**Cells coloured by class**

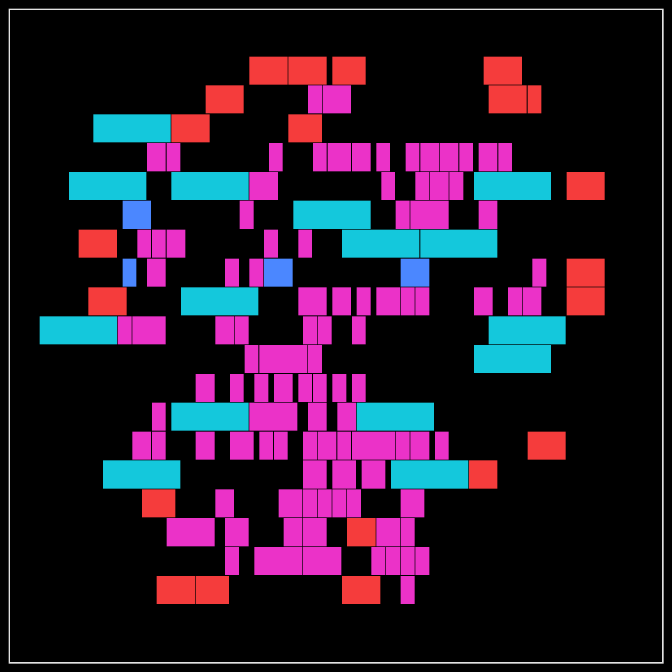
**Clock routing**

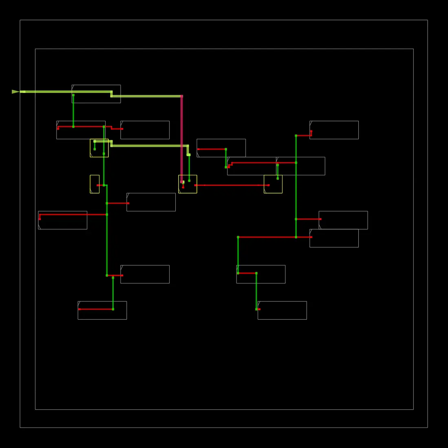
**Clock distribution**

Bar = 20 um.
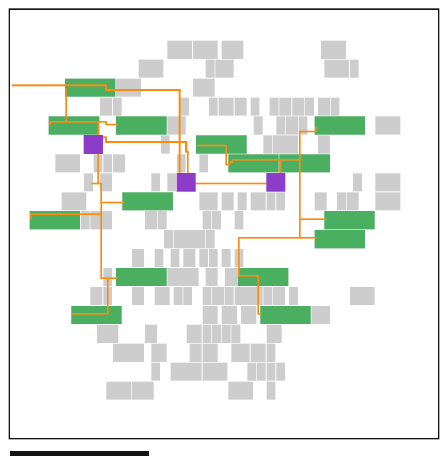
**Where the registers sit**

Other sequential cells in the stronger grey, the rest of the logic in the fainter grey.
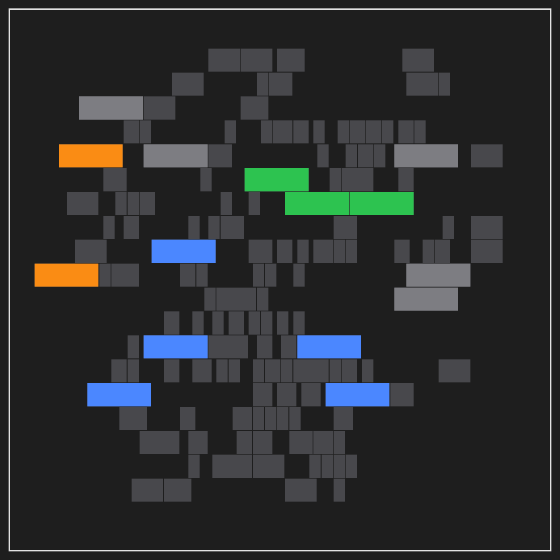
`src/rtl/des_round_ctrl.sv`:
```
// des_round_ctrl: control sequencer for a DES datapath.
// It pulses the IP/PC1 load, steps NUM_ROUNDS Feistel rounds with key-schedule
// rotate controls, pulses the FP capture, and then holds out_valid until the
// consumer accepts the result. It carries no data bits.
// Optional build macro DES_ABORT_EN adds an abort input and an aborted pulse output.
module des_round_ctrl #(
  parameter int unsigned NUM_ROUNDS = 16
) (
  input  logic       clk,
  input  logic       reset,
  input  logic       in_valid,
  input  logic       decrypt,
  output logic       in_ready,
  output logic       ld_ip,
  output logic       round_en,
  output logic [4:0] round_num,
  output logic [1:0] key_shift,
  output logic       key_dir,
  output logic       ld_fp,
  output logic       out_valid,
  input  logic       out_ready,
  output logic       busy
`ifdef DES_ABORT_EN
  ,
  input  logic       abort,
  output logic       aborted
`endif
);

  typedef enum logic [2:0] {
    S_IDLE,
    S_LOAD,
    S_ROUND,
    S_FINAL,
    S_HOLD
  } state_t;

  localparam logic [4:0] LAST_ROUND = 5'(NUM_ROUNDS);

  state_t state;
  logic   mode;

  // Rotate amount for round r. Decrypt skips the round-1 rotate so that the
  // right rotations walk the encrypt subkeys in reverse order.
  function automatic logic [1:0] shift_amt(input logic [4:0] r, input logic dec);
    if (dec && (r == 5'd1))
      return 2'd0;
    if ((r == 5'd1) || (r == 5'd2) || (r == 5'd9) || (r == 5'd16))
      return 2'd1;
    return 2'd2;
  endfunction

  assign in_ready = (state == S_IDLE);
  assign busy     = (state != S_IDLE);
  assign key_dir  = mode;

`ifdef DES_ABORT_EN
  logic abort_hit;
  assign abort_hit = abort && ((state == S_LOAD) || (state == S_ROUND) || (state == S_FINAL));
`endif

  // Sequencer FSM. Outputs are registered together with the state so that
  // each output always matches the state it describes.
  always_ff @(posedge clk) begin
    if (reset) begin
      state     <= S_IDLE;
      mode      <= 1'b0;
      ld_ip     <= 1'b0;
      round_en  <= 1'b0;
      round_num <= '0;
      key_shift <= '0;
      ld_fp     <= 1'b0;
      out_valid <= 1'b0;
`ifdef DES_ABORT_EN
      aborted   <= 1'b0;
`endif
    end else begin
`ifdef DES_ABORT_EN
      aborted <= 1'b0;
      if (abort_hit) begin
        state     <= S_IDLE;
        ld_ip     <= 1'b0;
        round_en  <= 1'b0;
        round_num <= '0;
        key_shift <= '0;
        ld_fp     <= 1'b0;
        out_valid <= 1'b0;
        aborted   <= 1'b1;
      end else
`endif
      case (state)
        S_IDLE: begin
          if (in_valid) begin
            mode  <= decrypt;
            ld_ip <= 1'b1;
            state <= S_LOAD;
          end
        end
        S_LOAD: begin
          ld_ip     <= 1'b0;
          round_en  <= 1'b1;
          round_num <= 5'd1;
          key_shift <= shift_amt(5'd1, mode);
          state     <= S_ROUND;
        end
        S_ROUND: begin
          if (round_num == LAST_ROUND) begin
            round_en  <= 1'b0;
            round_num <= '0;
            key_shift <= '0;
            ld_fp     <= 1'b1;
            state     <= S_FINAL;
          end else begin
            round_num <= round_num + 5'd1;
            key_shift <= shift_amt(round_num + 5'd1, mode);
          end
        end
        S_FINAL: begin
          ld_fp     <= 1'b0;
          out_valid <= 1'b1;
          state     <= S_HOLD;
        end
        S_HOLD: begin
          if (out_ready) begin
            out_valid <= 1'b0;
            state     <= S_IDLE;
          end
        end
        default: state <= S_IDLE;
      endcase
    end
  end

endmodule
```
`config.mk`:
```
export PLATFORM = sky130hd
export DESIGN_NAME = des_round_ctrl
export DESIGN_NICKNAME = d
export VERILOG_FILES = /design/src/rtl/des_round_ctrl.sv
export SDC_FILE = /design/constraint.sdc
export NUM_CORES = 1
export LEC_CHECK = 0
export ABC_AREA = 1
export CAP_MARGIN = 20
export CORE_MARGIN = 2
export CORE_UTILIZATION = 25
export DETAILED_ROUTE_END_ITERATION = 6
export PLACE_DENSITY = 0.44
export RECOVER_POWER = 100
export SYNTH_ARGS = -nofsm -noshare
export SYNTH_HDL_FRONTEND = slang
export SYNTH_SLANG_ARGS = --single-unit
export TNS_END_PERCENT = 100
```
`constraint.sdc`:
```
create_clock -name clk -period 1.9 [get_ports clk]
set_input_delay 0.38 -clock clk [delete_from_list [all_inputs] [get_ports clk]]
set_output_delay 0.38 -clock clk [all_outputs]
set_load 0.03 [all_outputs]
```
==> impl_metrics.yaml <==
# yosys + openroad results
drt:
  detail-route-antenna-nets: 0
  highest_layer: "met4"
  vias_per_cell: 4.26
  dr_total_vias: 789
  dr.pass1.iters: 4
  m1WireLength_um: 898
  wl_mm: 1.85
  drt_iter0_markers: 12
  wire_per_inst_um: 9.99
hold_path:
  min_from: "ld_ip"
  min_to: "ld_ip"
  holdPathStages: 2
final_timing:
  fin_setup_tns_ns: 0
  max_freq_mhz: 561
  finalHoldViolCount: 0
  drv_slew: 0
  worstMarginPinSlew_ns: 0.724
  holdWs_ns: 0.462
  fin_worst_skew_ns: 0.00278
global_route:
  antenna_found_initial: 0
  grt.busiest_layer: "met2"
  met2_usage_pct: 17.2
  grt_max_degree: 16
placement:
  dpl_worst_slack_ns: 0.183
  port_buffers: 18
  place_congestion: 0.824
  placed_cells: 181
floorplanning:
  fp_util_pct: 26.6
  num_rows: 20
  chipArea_um2: 3780
  io-pin-count: 19
  die.size.y_um: 61.5
  die_w_um: 61.5
critical_path:
  r2r-start: "round_num[1]"
  ff2ff_path_depth: 11
  crit_path_start_kind: "flip-flop"
  critPathMaxStageDelay_ns: 0.70
  path_depth: 1
  slowest_stage: "clkdlybuf4s50_1"
  path_max_fanout: 5
  setup.worst_path.end_class: "output pin"
  worst_ep_arrival_time_ns: 1.40
  cp-endpoint: "round_num[4]"
  critPathLaunch: "round_num[4]"
  r2r_setup_slack_ns: 0.28
  path_class: "reg -> out"
  crit_buf_inv: 1
final_layout:
  lay_top_cells: "nand2_1, dfxtp_1, inv_1"
  flops: 15
  nNonClkBuffers: 21
  final-comb-area_um2: 440
  buf_share_pct: 17.9
  drive_gt1_share_pct: 12.8
  final_cells: 185
  flop_area_um2: 300
  n_fill_cell: 357
  clockNetworkAreaShare_pct: 2.43
  n_antenna_cell: 0
logic_synthesis:
  yosys_warnings: 0
  yosys-stat-area_um2: 826
  floorplan.nets: 127
  top_cells_by_area: "dfxtp_1, nand2_1, a21oi_1"
clocking:
  cts_resized: 4
  tritoncts: "done"
  cts.reportedPaths.clkPinSlew_ns: 0.09
power:
  swShare_pct: 40.3
  p_int_mw: 0.562
  power_clock_mw: 0.181
  clkPwrFrac_pct: 19.2
  powerComb_mw: 0.369
  p_seq_share_pct: 41.6
  p_leak_nw: 0.493
outcome:
  status: "complete, no violations"
Back to the opening pictures, 'cells coloured by class':
cyan -> sequential cells  # cells 15, share of their area 29%
blue -> clock drivers and dummy loads  # cells 4, share of their area 2.6%
red -> remaining buffers and delay cells  # cells 21, share of their area 19%
magenta -> remaining logic cells  # cells 101, share of their area 49%
core box area: 3100 um^2
Seq/total area: 27.7%

Back to the opening pictures, 'clock routing':
Late-Pin Clk Latency: 0.28 ns
Num CTS Buffers: 3

Back to the opening pictures, 'clock distribution':
green -> flip-flops  # count 15
purple -> clock-net drivers  # count 3
orange -> clock wires  # length 204 um
routed clock nets = 4

Back to the opening pictures, 'where the registers sit':
blue -> `round_num`  # sequential cells 5
green -> `state`  # sequential cells 3
orange -> `key_shift`  # sequential cells 2
not coloured = 5

==> logic make-up after synthesis <==
group / after synthesis / share of synthesized area [%]
compound gates: 16 / 11.5
fa+ha+maj: 4 / 6.06
buf+inv: 19 / 9.85
flops: 15 / 36.4
simple gates: 64 / 36.2
==> flip-flops by register name, indices dropped and copies added (netlist names) <==
register   cells
round_en       1
ld_fp          1
state          3
key_dir        1
ld_ip          1
key_shift      2
round_num      5
out_valid      1
==> synthesized netlist by cell type (all sizes together) <==
cell type / number
or2: 1
a211oi: 2
o211ai: 1
o21ai: 1
nand2: 35
clkbuf: 1
buf: 1
nand4: 4
inv: 17
ha: 4
nor3: 1
a21oi: 12
dfxtp: 15
nand3: 12
nor2: 11
Power is estimated from default activity; no workload was simulated.
